==> src/rtl/uart_pin_bridge.sv <==
// Purpose : pad-side UART bridge; registers TX toward the pin and synchronises, glitch-filters
//           and break-detects each RX pin before it reaches the internal UART core.
// Latency : TX 1 cycle; RX SYNC_STAGES+FILT_CYC cycles; break_o after BREAK_CYC filtered-low cycles.
// Backpr. : none; a free-running per-cycle pin path with no handshake.
//
// Ports:
//   clock       system clock, all logic on its rising edge
//   reset       synchronous active-high reset (lines return to idle-high)
//   tx_v7_i     TX lines from the internal UART cores       [N_CH]
//   tx_o        registered TX lines to the pins              [N_CH]
//   rx_i        RX pin inputs, asynchronous to clock         [N_CH]
//   rx_v7_o     synchronised and filtered RX lines to cores  [N_CH]
//   break_o     per-channel line-break flag                  [N_CH]
//   loopback_i  per-channel loopback enable                  [N_CH]
//               (present only when UART_PIN_BRIDGE_LOOPBACK_EN is defined)
module uart_pin_bridge #(
   parameter int N_CH        = 2,
   parameter int SYNC_STAGES = 2,
   parameter int FILT_CYC    = 3,
   parameter int BREAK_CYC   = 1024
) (
   input  logic            clock,
   input  logic            reset,
   input  logic [N_CH-1:0] tx_v7_i,
   output logic [N_CH-1:0] rx_v7_o,
   output logic [N_CH-1:0] tx_o,
   input  logic [N_CH-1:0] rx_i,
   output logic [N_CH-1:0] break_o
`ifdef UART_PIN_BRIDGE_LOOPBACK_EN
   ,
   input  logic [N_CH-1:0] loopback_i
`endif
);

   localparam int FW = $clog2(FILT_CYC + 1);
   localparam int BW = $clog2(BREAK_CYC + 1);

   localparam logic [FW-1:0] FC_LAST = FW'(FILT_CYC - 1);
   localparam logic [FW-1:0] FC_ONE  = FW'(1);
   localparam logic [BW-1:0] BC_MAX  = BW'(BREAK_CYC);
   // break_o is set on the same edge that bc lands on BREAK_CYC, so it
   // rises exactly BREAK_CYC cycles after the filtered line falls.
   localparam logic [BW-1:0] BC_SET  = BW'(BREAK_CYC - 1);
   localparam logic [BW-1:0] BC_ONE  = BW'(1);

   // ------------------------------------------------------------------
   // Source selection for the synchroniser and the TX pin
   // ------------------------------------------------------------------
   logic [N_CH-1:0] sync_in;
   logic [N_CH-1:0] tx_d;

`ifdef UART_PIN_BRIDGE_LOOPBACK_EN
   // Loopback feeds the core's own TX through the full RX path so timing
   // matches the pin path, and parks the TX pin at idle.
   always_comb begin
      sync_in = (loopback_i & tx_v7_i) | (~loopback_i & rx_i);
      tx_d    = tx_v7_i | loopback_i;
   end
`else
   always_comb begin
      sync_in = rx_i;
      tx_d    = tx_v7_i;
   end
`endif

   // ------------------------------------------------------------------
   // State
   // ------------------------------------------------------------------
   logic [N_CH-1:0] tx_q;
   logic [N_CH-1:0] sync_q [SYNC_STAGES];
   logic [N_CH-1:0] filt_q, filt_d;
   logic [N_CH-1:0] brk_q,  brk_d;
   logic [FW-1:0]   fc_q   [N_CH];
   logic [FW-1:0]   fc_d   [N_CH];
   logic [BW-1:0]   bc_q   [N_CH];
   logic [BW-1:0]   bc_d   [N_CH];

   logic [N_CH-1:0] sync_last;
   assign sync_last = sync_q[SYNC_STAGES-1];

   // ------------------------------------------------------------------
   // Glitch filter and break detector next-state
   // Both read the pre-edge filtered level filt_q, so a level change and
   // a break-counter update in the same cycle never see each other.
   // ------------------------------------------------------------------
   always_comb begin
      filt_d = filt_q;
      brk_d  = brk_q;
      fc_d   = fc_q;
      bc_d   = bc_q;
      for (int k = 0; k < N_CH; k++) begin
         // Filter: a new level must persist FILT_CYC consecutive cycles;
         // any return to the current level restarts the count.
         if (sync_last[k] == filt_q[k]) begin
            fc_d[k] = '0;
         end else if (fc_q[k] == FC_LAST) begin
            filt_d[k] = sync_last[k];
            fc_d[k]   = '0;
         end else begin
            fc_d[k] = fc_q[k] + FC_ONE;
         end

         // Break: count filtered-low cycles, saturating at BREAK_CYC.
         if (filt_q[k]) begin
            bc_d[k]  = '0;
            brk_d[k] = 1'b0;
         end else begin
            if (bc_q[k] < BC_MAX) begin
               bc_d[k] = bc_q[k] + BC_ONE;
            end
            if (bc_q[k] >= BC_SET) begin
               brk_d[k] = 1'b1;
            end
         end
      end
   end

   // ------------------------------------------------------------------
   // Registers; reset returns every line to idle-high and clears counters
   // ------------------------------------------------------------------
   always_ff @(posedge clock) begin
      if (reset) begin
         tx_q   <= '1;
         filt_q <= '1;
         brk_q  <= '0;
         for (int i = 0; i < SYNC_STAGES; i++) begin
            sync_q[i] <= '1;
         end
         for (int k = 0; k < N_CH; k++) begin
            fc_q[k] <= '0;
            bc_q[k] <= '0;
         end
      end else begin
         tx_q      <= tx_d;
         filt_q    <= filt_d;
         brk_q     <= brk_d;
         // Plain flop chain: no logic between stages.
         sync_q[0] <= sync_in;
         for (int i = 1; i < SYNC_STAGES; i++) begin
            sync_q[i] <= sync_q[i-1];
         end
         for (int k = 0; k < N_CH; k++) begin
            fc_q[k] <= fc_d[k];
            bc_q[k] <= bc_d[k];
         end
      end
   end

   assign tx_o    = tx_q;
   assign rx_v7_o = filt_q;
   assign break_o = brk_q;

endmodule

==> config.mk <==
export PLATFORM = sky130hd
export DESIGN_NAME = uart_pin_bridge
export DESIGN_NICKNAME = d
export VERILOG_FILES = /design/src/rtl/uart_pin_bridge.sv
export SDC_FILE = /design/constraint.sdc
export NUM_CORES = 1
export LEC_CHECK = 0
export CORE_UTILIZATION = 60
export DETAILED_ROUTE_END_ITERATION = 7
export PLACE_DENSITY = 0.83
export SLEW_MARGIN = 0
export SYNTH_ARGS = -nofsm -noshare
export SYNTH_HDL_FRONTEND = slang
export SYNTH_SLANG_ARGS = --single-unit
==> constraint.sdc <==
create_clock -name clock -period 4.2 [get_ports clock]
set_input_delay 0.63 -clock clock [delete_from_list [all_inputs] [get_ports clock]]
set_output_delay 0.63 -clock clock [all_outputs]
set_load 0.005 [all_outputs]
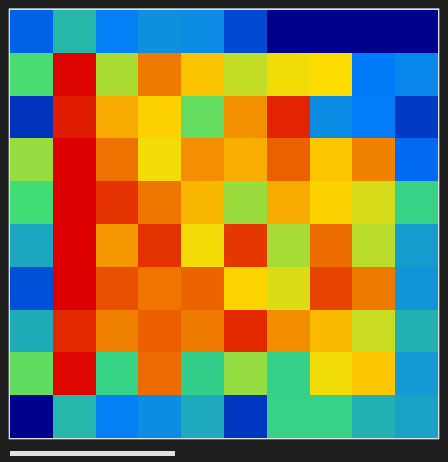
(run_1/cell_density.png)
The bar under the picture is 20 um long. The die is cut into 10 by 10 equal tiles; dark blue is low, red is high, 0 to 100% covered.
tiles over 75% full: 43%
mean over tiles: 61%
fullest tile: 100%
nearly empty tiles: 5.0%
emptiest ninth of the die: upper right
Core Box Area: 2280 um^2
post-layout util: 0.733
fp util: 0.657

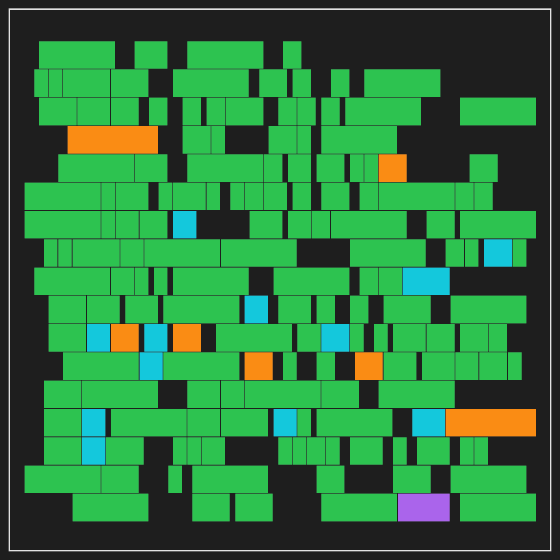
(run_1/sizes.png)
legend:
  _2 cells:
    colour: cyan
    cells: 12
    share: 7.1%
    most_used: or2_2
  _3 and _4 cells:
    colour: orange
    cells: 7
    share: 4.2%
    most_used: clkbuf_4
  _0 and _1 cells:
    colour: green
    cells: 148
    share: 88%
    most_used: dfxtp_1
  _6 and larger:
    colour: purple
    cells: 1
    share: 0.60%
    most_used: clkbuf_8
post-route cell area: 1670 um^2
Final Worst Setup Slack: 2290 ps

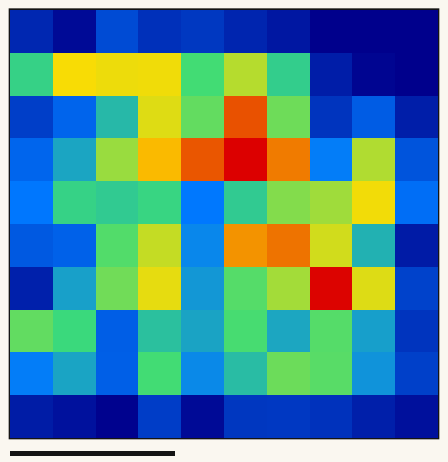
(run_1/metal_density.png)
The bar under the picture is 20 um long. The die is cut into 10 by 10 equal tiles; dark blue is low, red is high, scaled to the fullest tile. Values are wire area over tile area, all layers added.
nearly empty tiles: 6.0%
tiles over half the peak: 35%
densest ninth of the die: centre
fullest tile: 0.42

-- run 1: cell type report --
type                    count  area (um^2)
clock buffers               8         58.8
fillers                   162          607
inverters                   4         15.0
multi-input cells         109          729
flip-flops and latches     36          721
well taps                  28         35.0
repair buffers             11          110
-- run 1: routing by layer --
metal,vias up,routed length [um],GRT usage
li1,570,-,-
met1,550,1210,0.243
met2,27,1290,0.370
met3,4,114,0.0760
met4,0,42,0.140
met5,-,0,0
-- run 1: cell families (layout without fill, tap and decap cells) --
group | after synthesis | after routing | synth area share
adders and majority gates | 4 | 4 | 0.0335
xor gates and xnor gates | 10 | 10 | 0.0586
muxes | 2 | 2 | 0.0134
and+or+nand+nor | 64 | 64 | 0.266
DFF | 36 | 36 | 0.482
buffers and inverters | 9 | 23 | 0.0301
AOI/OAI and AO/OA | 29 | 29 | 0.116
==> flow_summary.ini, run 1 <==
; physical design summary
[setup_path]
critPathTopFamily = buffers and inverters
cp_max_fo = 5
startpoint_type = register
cpMaxStageDelayCell = clkdlybuf4s50_1
reg2reg_from = bc_q[11]$_SDFFE_PP0N_

[detailed_routing]
vias = 1151

[floorplan]
die_area_um2 = 2700
row_count = 17
die_h_um = 51.9

[cells_and_area]
finalNonFillerCells = 196
area_growth_syn_to_layout_pct = 11.6

[grt]
antenna_found_initial = 0
gr-usage-all-layers = 0.224
grt_max_degree = 15

[cts]
cts_made_buffers = 5
clock_latency_ps = 320
numClockSinks = 36

[hold_path]
holdPathStages = 1

[run_status]
status = completed

[sta]
fin_tns_setup_ps = 0

[power]
cellLeakagePower_nw = 0.630

[placement]
io_buffers = 11
==> run 2, diff against run 1 <==
--- a/config.mk
+++ b/config.mk
@@ -5,9 +5,9 @@
 export SDC_FILE = /design/constraint.sdc
 export NUM_CORES = 1
 export LEC_CHECK = 0
-export CORE_UTILIZATION = 60
+export CORE_UTILIZATION = 56
 export DETAILED_ROUTE_END_ITERATION = 7
-export PLACE_DENSITY = 0.83
+export PLACE_DENSITY = 0.78
 export SLEW_MARGIN = 0
 export SYNTH_ARGS = -nofsm -noshare
 export SYNTH_HDL_FRONTEND = slang
==> constraint.sdc (replaced) <==
create_clock -name clock -period 1.8 [get_ports clock]
set_input_delay 0.27 -clock clock [delete_from_list [all_inputs] [get_ports clock]]
set_output_delay 0.27 -clock clock [all_outputs]
set_load 0.005 [all_outputs]
==> run 2 against run 1 <==
Combinational power is 140% higher. Cell count is 1.5% higher. Sequential power increased by 130%. Clock power up 140%. Area after synthesis stayed put. Global-route usage decreased by 1.2 points. Via count shrank 1.6%. Hold slack better by 3.9 ps. Non-clock buffer count increased by 1.
==> flow_summary.ini, run 2 <==
; physical design summary
[run_status]
status = completed

[grt]
grt_max_degree = 15
grt_most_used_layer = met2
gr-usage-all-layers = 0.212
antenna_found_initial = 0
use_met3 = 0.102

[sta]
tightestPinTransition_ps = 356
finalCriticalPeriod_ps = 1580
setup_viol_count_final = 0
fin_tns_setup_ps = 0

[cts]
numClockSinks = 36
clock_latency_ps = 340
cts_resized = 0
cts_made_buffers = 5

[synthesis]
aoi_share = 0.116
xor_share = 0.0586
ys_top_logic_family = simple AND/OR/NAND/NOR gates
synth.avg_cell_area_um2 = 9.71
fa_ha_area_frac = 0.0335
synth-simple-area-share = 0.266
yosysUniqueCellTypes = 32
yosysTopAreaCellShare = 0.482
mux_area_frac = 0.0134
syn-num-nets = 164

[floorplan]
row_count = 18
fp_util = 0.598
core_area_um2 = 2500
die_h_um = 53.7
die_area_um2 = 2880

[detailed_routing]
routed-wl-met3_um = 78
drtAntennaViolNets = 0
vias = 1133
met1_length_mm = 1.28
route.met2.wl_mm = 1.27
top_layer = met4

[setup_path]
startpoint_type = register
cpMaxStageDelayCell = or4_1
reg2reg_from = bc_q[12]$_SDFFE_PP0N_
cp_max_fo = 5

[hold_path]
min_from = fc_q[0]$_SDFF_PP0_
holdPathStages = 1

[power]
p_sw_w = 0.000268
largestPowerGroup = sequential cells
p_sw_frac = 0.209
power_density_nw_per_um2 = 766
cellLeakagePower_nw = 0.635

[placement]
gp_congestion = 0.736
io_buffers = 11

[cells_and_area]
finalNonFillerCells = 199
[run 2: worst max-delay path: cells and delay by family, from the launching register on]
family / cells / cell delay [ps]
adder cells (fa/ha/maj): 1 / 250
flip-flops: 1 / 450
AND/OR/NAND/NOR: 2 / 660
AND-OR/OR-AND: 1 / 150
[run 2: logic make-up after synthesis]
group / after synthesis
XOR/XNOR: 10
AND/OR/NAND/NOR: 64
buffers and inverters: 9
adder cells (fa/ha/maj): 4
multiplexers: 2
AND-OR/OR-AND: 29
flip-flops: 36
[run 2: cell type report]
type,instances,area (um^2)
inverters,4,15.0
well taps,30,37.5
fillers,206,821
repair buffers,12,118
clock buffers,8,58.8
flip-flops and latches,36,721
multi-input cells,109,729
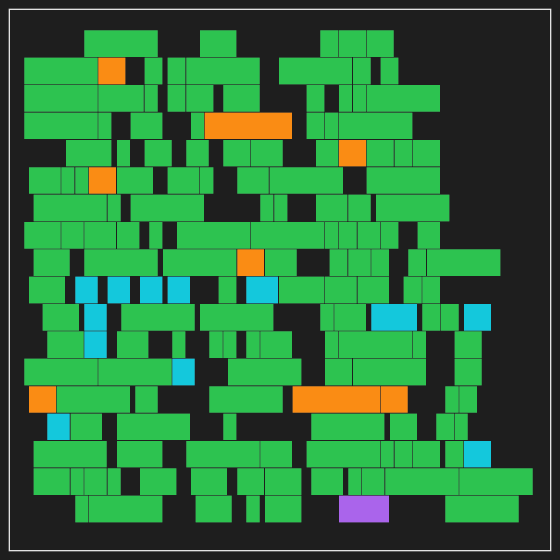
(run_2/sizes.png)
legend:
  _2 cells:
    colour: cyan
    cells: 12
    share: 7.1%
    most_used: or2_2
  _6 and larger:
    colour: purple
    cells: 1
    share: 0.59%
    most_used: clkbuf_8
  _0 and _1 cells:
    colour: green
    cells: 148
    share: 88%
    most_used: dfxtp_1
  _3 and _4 cells:
    colour: orange
    cells: 8
    share: 4.7%
    most_used: clkbuf_4
Final Worst Setup Slack: 222 ps
post-route cell area: 1680 um^2
Area growth syn-to-layout: 12.3%
number of non-clock buffers: 12

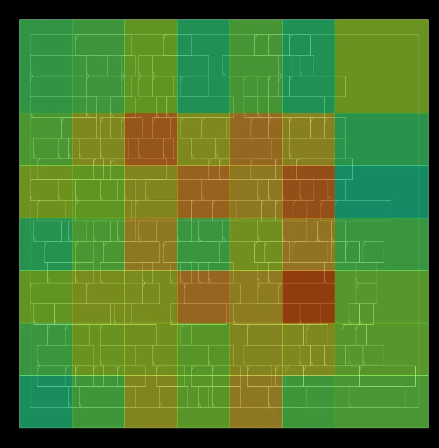
(run_2/congestion.png)
fraction of met1 tracks used by global routing: 0.249
post-layout util: 0.672
met2 GRT Util: 0.333
WL per Instance: 13.5 um

==> run 3, diff against run 2 <==
--- a/config.mk
+++ b/config.mk
@@ -6,6 +6,7 @@
 export NUM_CORES = 1
 export LEC_CHECK = 0
 export CORE_UTILIZATION = 56
+export CTS_CLUSTER_SIZE = 10
 export DETAILED_ROUTE_END_ITERATION = 7
 export PLACE_DENSITY = 0.78
 export SLEW_MARGIN = 0
==> run 3 against run 2 <==
Die size unchanged. Clock skew unchanged. Highest routed layer unchanged. Global-route usage unchanged. Area after synthesis unchanged. Total power unchanged. Sequential power about the same. Final area unchanged. Combinational power about the same. Synthesized cell count unchanged. Utilization unchanged.
==> flow_summary.ini, run 3 <==
; physical design summary
[grt]
use_met1 = 0.249

[synthesis]
xor_share = 0.0586
synth-simple-area-share = 0.266
yosysUniqueCellTypes = 32
syn-num-nets = 164
mux_area_frac = 0.0134
ys_top_logic_family = simple AND/OR/NAND/NOR gates
fa_ha_area_frac = 0.0335
yosysTopAreaCellShare = 0.482

[cts]
numClockSinks = 36
cts_resized = 0
cts_made_buffers = 5

[setup_path]
reg2reg_from = bc_q[12]$_SDFFE_PP0N_

[cells_and_area]
area_growth_syn_to_layout_pct = 12.3
final-comb-area_um2 = 729

[floorplan]
fp_util = 0.598
row_count = 18
core_area_um2 = 2500

[detailed_routing]
post_drt_wl_per_cell_um = 13.5
routed-wl-met3_um = 78

[hold_path]
min_from = fc_q[0]$_SDFF_PP0_

[run_status]
status = completed

[placement]
gp_congestion = 0.736

[power]
cellLeakagePower_nw = 0.635
==> run 3: power breakdown <==
group	internal, W	switching, W	leakage [nW]
Clock	0.000193	0.000254	0.0326
Combinational	0.0000208	0.00000998	0.311
Sequential	0.000804	0.00000381	0.292
Total	0.00102	0.000268	0.635
==> run 3: critical path: cells and delay by family (launching register included) <==
kind,cells,cell delay [ps]
simple gates,2,660
flops,1,450
fa+ha+maj,1,250
compound gates,1,150
==> run 3: area by class of cell <==
type                       count  share of cell area
multi-input combinational    109               0.434
sequential                    36               0.429
timing repair buffer          12              0.0700
clock buffer                   8              0.0350
tap                           30              0.0224
inverter                       4             0.00894
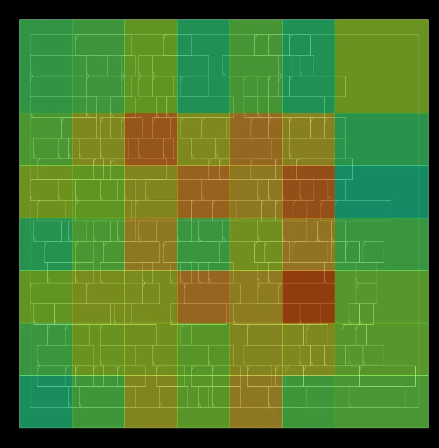
(run_3/congestion.png)
met3 track demand over resource: 0.102
GR peak layer: met2
gr usage total: 0.212

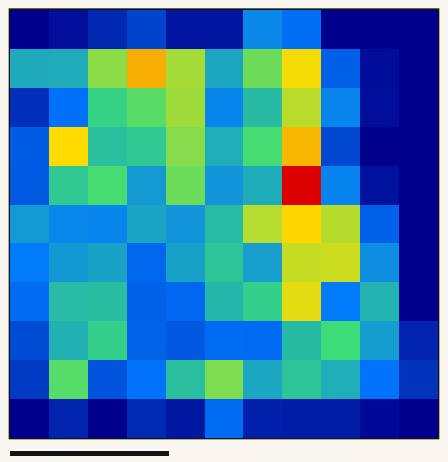
(run_3/metal_density.png)
The bar under the picture is 20 um long. The die is cut into 11 by 11 equal tiles; dark blue is low, red is high, scaled to the fullest tile. Values are wire area over tile area, all layers added.
emptiest ninth of the die: upper right
mean over tiles: 0.15
fullest tile: 0.48
tiles over half the peak: 20%
nearly empty tiles: 13%


==> layout pictures side by side <==
Placed cells, one colour a class.
panel A
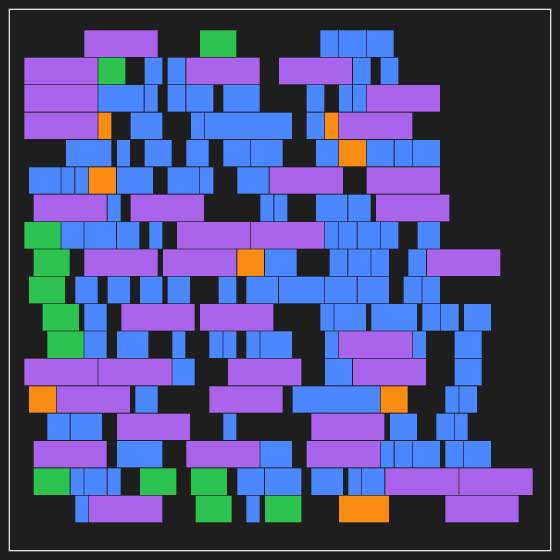
panel B
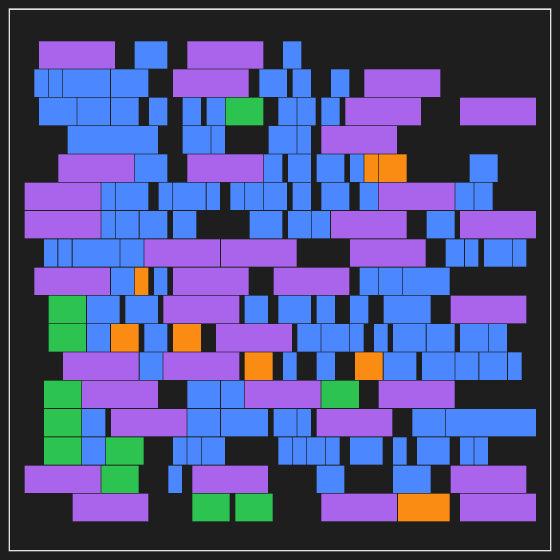
panel B: run 1
panel A: run 2

Key to panel B:
legend:
  flops:
    colour: purple
    cells: 36
  clock drivers and dummy loads:
    colour: orange
    cells: 8
  other buffers and delay cells:
    colour: green
    cells: 11
  combinational and other logic:
    colour: blue
    cells: 113

Power and IR drop assume default switching activity.
